$ cat config.mk
export PLATFORM = sky130hd
export DESIGN_NAME = mem_port_arbiter
export DESIGN_NICKNAME = d
export VERILOG_FILES = /design/src/rtl/mem_port_arbiter.sv
export SDC_FILE = /design/constraint.sdc
export NUM_CORES = 1
export LEC_CHECK = 0
export ABC_AREA = 1
export CELL_PAD_IN_SITES_DETAIL_PLACEMENT = 1
export CELL_PAD_IN_SITES_GLOBAL_PLACEMENT = 1
export CORE_ASPECT_RATIO = 1.1
export CORE_UTILIZATION = 30
export DETAILED_ROUTE_END_ITERATION = 16
export GPL_ROUTABILITY_DRIVEN = 1
export PLACE_DENSITY_LB_ADDON = 0.08
export SETUP_SLACK_MARGIN = 0.4
export SLEW_MARGIN = 10
export SYNTH_ARGS = -nofsm -noshare
export SYNTH_HDL_FRONTEND = slang
export SYNTH_SLANG_ARGS = --single-unit
$ cat constraint.sdc
create_clock -name clk -period 4 [get_ports clk]
set_input_delay 0.4 -clock clk [delete_from_list [all_inputs] [get_ports clk]]
set_output_delay 0.4 -clock clk [all_outputs]
set_load 0.02 [all_outputs]
$ cat src/rtl/mem_port_arbiter.sv
// mem_port_arbiter: shares one single-ported, variable-latency memory
// between instruction fetch and the MEM stage, with data given priority.
// Build macro MEM_ARB_TIMEOUT_EN adds a request timeout that drives err.
// Ports: clk, rst_n (async, active-low); if_req/if_addr -> if_done;
//   dm_read/dm_write/dm_addr/dm_wdata/dm_wstrb -> dm_done;
//   rdata, busy, err; memory side mem_req/we/addr/wdata/wstrb,
//   mem_rdata/mem_ack.
module mem_port_arbiter #(
   parameter int ADDR_W    = 32,
   parameter int DATA_W    = 32,
   parameter int TO_CYCLES = 64
) (
   input  logic              clk,
   input  logic              rst_n,
   input  logic              if_req,
   input  logic [ADDR_W-1:0] if_addr,
   output logic              if_done,
   input  logic              dm_read,
   input  logic              dm_write,
   input  logic [ADDR_W-1:0] dm_addr,
   input  logic [DATA_W-1:0] dm_wdata,
   input  logic [3:0]        dm_wstrb,
   output logic              dm_done,
   output logic [DATA_W-1:0] rdata,
   output logic              busy,
   output logic              err,
   output logic              mem_req,
   output logic              mem_we,
   output logic [ADDR_W-1:0] mem_addr,
   output logic [DATA_W-1:0] mem_wdata,
   output logic [3:0]        mem_wstrb,
   input  logic [DATA_W-1:0] mem_rdata,
   input  logic              mem_ack
);

   if (DATA_W != 32 || TO_CYCLES < 2 || TO_CYCLES > 255) begin : g_bad_cfg
      $error("mem_port_arbiter: DATA_W must be 32, TO_CYCLES 2..255");
   end

   localparam logic [1:0] S_IDLE  = 2'd0;
   localparam logic [1:0] S_DATA  = 2'd1;
   localparam logic [1:0] S_FETCH = 2'd2;
   localparam logic [1:0] S_RESP  = 2'd3;

   logic [1:0]        state_q, state_d;
   logic              mem_req_q, mem_req_d;
   logic              mem_we_q, mem_we_d;
   logic [ADDR_W-1:0] mem_addr_q, mem_addr_d;
   logic [DATA_W-1:0] mem_wdata_q, mem_wdata_d;
   logic [3:0]        mem_wstrb_q, mem_wstrb_d;
   logic [DATA_W-1:0] rdata_q, rdata_d;
   logic              if_done_q, if_done_d;
   logic              dm_done_q, dm_done_d;
   logic              busy_q, busy_d;

`ifdef MEM_ARB_TIMEOUT_EN
   // Timeout fires when the counter would reach TO_CYCLES-1 without ack.
   localparam logic [7:0] TO_LAST = 8'(TO_CYCLES - 2);
   logic [7:0] cnt_q, cnt_d;
   logic       err_q, err_d;
`endif

   always_comb begin
      state_d     = state_q;
      mem_req_d   = mem_req_q;
      mem_we_d    = mem_we_q;
      mem_addr_d  = mem_addr_q;
      mem_wdata_d = mem_wdata_q;
      mem_wstrb_d = mem_wstrb_q;
      rdata_d     = rdata_q;
      if_done_d   = 1'b0;
      dm_done_d   = 1'b0;
`ifdef MEM_ARB_TIMEOUT_EN
      cnt_d       = cnt_q;
      err_d       = 1'b0;
`endif
      case (state_q)
         S_IDLE: begin
`ifdef MEM_ARB_TIMEOUT_EN
            cnt_d = 8'd0;
`endif
            if (dm_read || dm_write) begin
               // A simultaneous read+write is handled as a write.
               state_d     = S_DATA;
               mem_req_d   = 1'b1;
               mem_we_d    = dm_write;
               mem_addr_d  = dm_addr;
               mem_wdata_d = dm_wdata;
               mem_wstrb_d = dm_write ? dm_wstrb : 4'b0000;
            end else if (if_req) begin
               state_d     = S_FETCH;
               mem_req_d   = 1'b1;
               mem_we_d    = 1'b0;
               mem_addr_d  = if_addr;
               mem_wstrb_d = 4'b0000;
            end
         end
         S_DATA, S_FETCH: begin
            if (mem_ack) begin
               state_d   = S_RESP;
               mem_req_d = 1'b0;
               if (!mem_we_q) rdata_d = mem_rdata;
               dm_done_d = (state_q == S_DATA);
               if_done_d = (state_q == S_FETCH);
            end
`ifdef MEM_ARB_TIMEOUT_EN
            else if (cnt_q == TO_LAST) begin
               state_d   = S_RESP;
               mem_req_d = 1'b0;
               rdata_d   = '0;
               dm_done_d = (state_q == S_DATA);
               if_done_d = (state_q == S_FETCH);
               err_d     = 1'b1;
            end else begin
               cnt_d = cnt_q + 8'd1;
            end
`endif
         end
         S_RESP: state_d = S_IDLE;
         default: state_d = S_IDLE;
      endcase
      busy_d = (state_d != S_IDLE);
   end

   always_ff @(posedge clk or negedge rst_n) begin
      if (!rst_n) begin
         state_q     <= S_IDLE;
         mem_req_q   <= 1'b0;
         mem_we_q    <= 1'b0;
         mem_addr_q  <= '0;
         mem_wdata_q <= '0;
         mem_wstrb_q <= 4'b0000;
         rdata_q     <= '0;
         if_done_q   <= 1'b0;
         dm_done_q   <= 1'b0;
         busy_q      <= 1'b0;
      end else begin
         state_q     <= state_d;
         mem_req_q   <= mem_req_d;
         mem_we_q    <= mem_we_d;
         mem_addr_q  <= mem_addr_d;
         mem_wdata_q <= mem_wdata_d;
         mem_wstrb_q <= mem_wstrb_d;
         rdata_q     <= rdata_d;
         if_done_q   <= if_done_d;
         dm_done_q   <= dm_done_d;
         busy_q      <= busy_d;
      end
   end

`ifdef MEM_ARB_TIMEOUT_EN
   always_ff @(posedge clk or negedge rst_n) begin
      if (!rst_n) begin
         cnt_q <= 8'd0;
         err_q <= 1'b0;
      end else begin
         cnt_q <= cnt_d;
         err_q <= err_d;
      end
   end
   assign err = err_q;
`else
   assign err = 1'b0;
`endif

   assign mem_req   = mem_req_q;
   assign mem_we    = mem_we_q;
   assign mem_addr  = mem_addr_q;
   assign mem_wdata = mem_wdata_q;
   assign mem_wstrb = mem_wstrb_q;
   assign rdata     = rdata_q;
   assign if_done   = if_done_q;
   assign dm_done   = dm_done_q;
   assign busy      = busy_q;

endmodule

Logic cells by family:
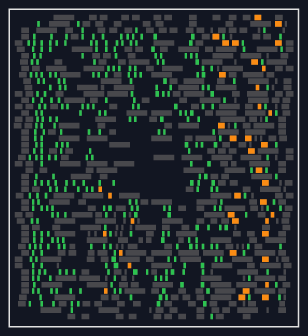
legend:
  inverting AOI/OAI gates:
    colour: orange
    cells: 39
    most_used: o21ai_2
  NAND gates:
    colour: green
    cells: 349
    most_used: nand2_1
    where: widely spread
proportion of cell area occupied by multi-input gates: 22.8%
final non-filler cell total: 1,015
most common cell after layout, fill and taps aside: sky130_fd_sc_hd__nand2_1

==> run summary <==
Implementation results are summarized by area below.

Outcome
The run finished with clean final reports.

Power and ir drop
In this run the static leakage power is around 3.8 nW. Of all power groups, the one with the highest power is combinational cells. The internal portion of the total power is 3.41 mW. The total design power is 5.82 mW. The clock group total power is 0.910 mW.

The sequential logic power is 1.89 mW. Per report_power, the combinational group accounts for 51.9% of the total. Per the summary, power density relative to cell area is roughly 770 nW/um^2. The switching component of the power is 2.41 mW. The combinational power reported by the tool is 3.03 mW. The power report shows net switching accounting for 41.5% of the total.

Synthesis
The area fraction in compound gates after synthesis is 5.98%. Counting every instance in the synthesized netlist gives 583. The main kind of combinational logic by area is simple AND/OR/NAND/NOR gates. Yosys stat counts 583 cells in the synthesized netlist.

The area fraction in and, or, nand and nor cells after synthesis is 28.8%. The net count entering floorplan is approximately 730. The adder-cell share of the synthesized area is 1.04%.

Summing all multiplexer cells gives an area fraction of 0%.

Critical path
For reference, the critical path cell chain is inv_1, ha_1, nand2_1, or2_2, buf_4, nand2_1, o21ai_1. The maximum cell stage delay along the critical path is 0.60 ns. In this design, the largest share of critical-path delay is due to buffers and inverters. For reference, the most critical setup path is categorized as reg2reg.

Data arrives at the worst endpoint at 2.36 ns. Counting cells, the worst reg-to-reg path comes to 7. Across all register-to-register paths, the minimum setup slack is roughly 1.9 ns. For reference, the critical path is captured by rdata[21].

Drt
The via count is 4,535. Per the detail_route report, DRC violations left total 0. Wire segments on met3 add up to between 1000 and 1500 um in the final route. According to the report, the first pass of detailed routing completed in 4 iterations.

The wire length reported by the detailed router is around 15,000 um. The top layer used by detailed routing is met4. In the per-layer summary, the met1 wirelength comes to between 6000 and 7000 um. The script logs the ratio of routed vias to standard cells as 4.47.

Global routing
The overflow left after global routing is 0. Entering global routing, the biggest net connects 85 pins. The wire length of the first global-routing pass is 24,400 um.

The via count of the first global-routing pass is 4,823. The global routing met2 resource utilization is 33.1%. In the global route stage, met1 resource usage came out at 22.3%. The highest-utilization routing layer at the global route stage is met2.

Finish
Per the cell usage report, the commonest logic cells after layout are sky130_fd_sc_hd__nand2_1 (312), sky130_fd_sc_hd__clkdlybuf4s50_1 (241), sky130_fd_sc_hd__dfrtp_1 (107), sky130_fd_sc_hd__inv_1 (43), sky130_fd_sc_hd__nand3_1 (34).

Timing
The transition time recorded at the tightest slew-check pin is around 1.1 ns. After layout, the setup clock skew is reported as between 0.004 and 0.005 ns. On the final layout, the worst hold slack is 0.229 ns. After routing, the total negative slack on setup checks comes to 0 ns. The setup violation total in the final timing report is 0. The final timing report lists a hold violation count of 0. The smallest clock period supported by the final layout is computed as 2.09 ns. The max-slew violation count is 0.

The top achievable clock speed is 479 MHz.

Placement
The placed cell count is ~1,000. The number of buffer cells added on primary ports is about 240. Detailed placement ended at an HPWL of about 11,000 um. Detailed placement reports a standard cell area of 7300 um^2.

Die
The vertical extent of the die is 135 um. The initial standard-cell utilization of the core is 30.7%. In this run the horizontal extent of the chip is 123 um. The number of core rows is about 48. The boundary pin count is 244.

CTS
The skew report gives the latency at the later pin of the worst-skew pair as 0.35 ns. CTS added clock buffers totalling 9. The number of gates given a new drive strength after cts is 0. The H-tree was split into 3 levels. The number of clock sinks is 107.
Placement view:
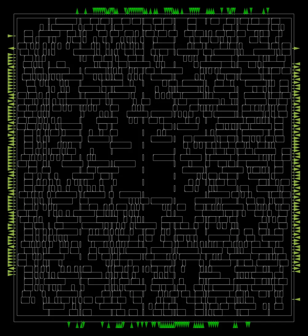
tap cell count: 200
sequential share of cell area: 35.2%
flip-flops: 107

==> registers in the layout, indices dropped and copies added, names as in the netlist <==
signal	count
mem_addr	32
mem_wdata	32
mem_req	1
mem_we	1
state_q	2
dm_done	1
mem_wstrb	4
busy	1
if_done	1
rdata	32
==> synthesized netlist by cell type <==
cell / n / share of area (%)
sky130_fd_sc_hd__inv_2: 2 / 0.16
sky130_fd_sc_hd__nand2_2: 2 / 0.26
sky130_fd_sc_hd__clkbuf_1: 4 / 0.31
sky130_fd_sc_hd__ha_1: 4 / 1.0
sky130_fd_sc_hd__buf_2: 9 / 0.93
sky130_fd_sc_hd__a21oi_1: 1 / 0.10
sky130_fd_sc_hd__dfrtp_1: 107 / 55
sky130_fd_sc_hd__buf_4: 5 / 0.78
sky130_fd_sc_hd__conb_1: 1 / 0.078
sky130_fd_sc_hd__o21ai_2: 25 / 4.5
sky130_fd_sc_hd__nor2_4: 1 / 0.23
sky130_fd_sc_hd__buf_6: 14 / 3.3
sky130_fd_sc_hd__inv_1: 43 / 3.3
sky130_fd_sc_hd__nor2_1: 4 / 0.31
sky130_fd_sc_hd__nand2_1: 313 / 24
sky130_fd_sc_hd__o21ai_0: 1 / 0.10
sky130_fd_sc_hd__or2_1: 1 / 0.13
sky130_fd_sc_hd__o21ai_1: 12 / 1.2
sky130_fd_sc_hd__nand3_1: 34 / 3.5
==> cell type report <==
type / count / area [um^2]
sequential: 107 / 2680
multi-input combinational: 399 / 1740
inverter: 45 / 169
fill: 1880 / 8140
tap: 200 / 250
clock buffer: 10 / 229
timing repair buffer: 248 / 2460
clock inverter: 6 / 70.1
Power is estimated from default activity; no workload was simulated.
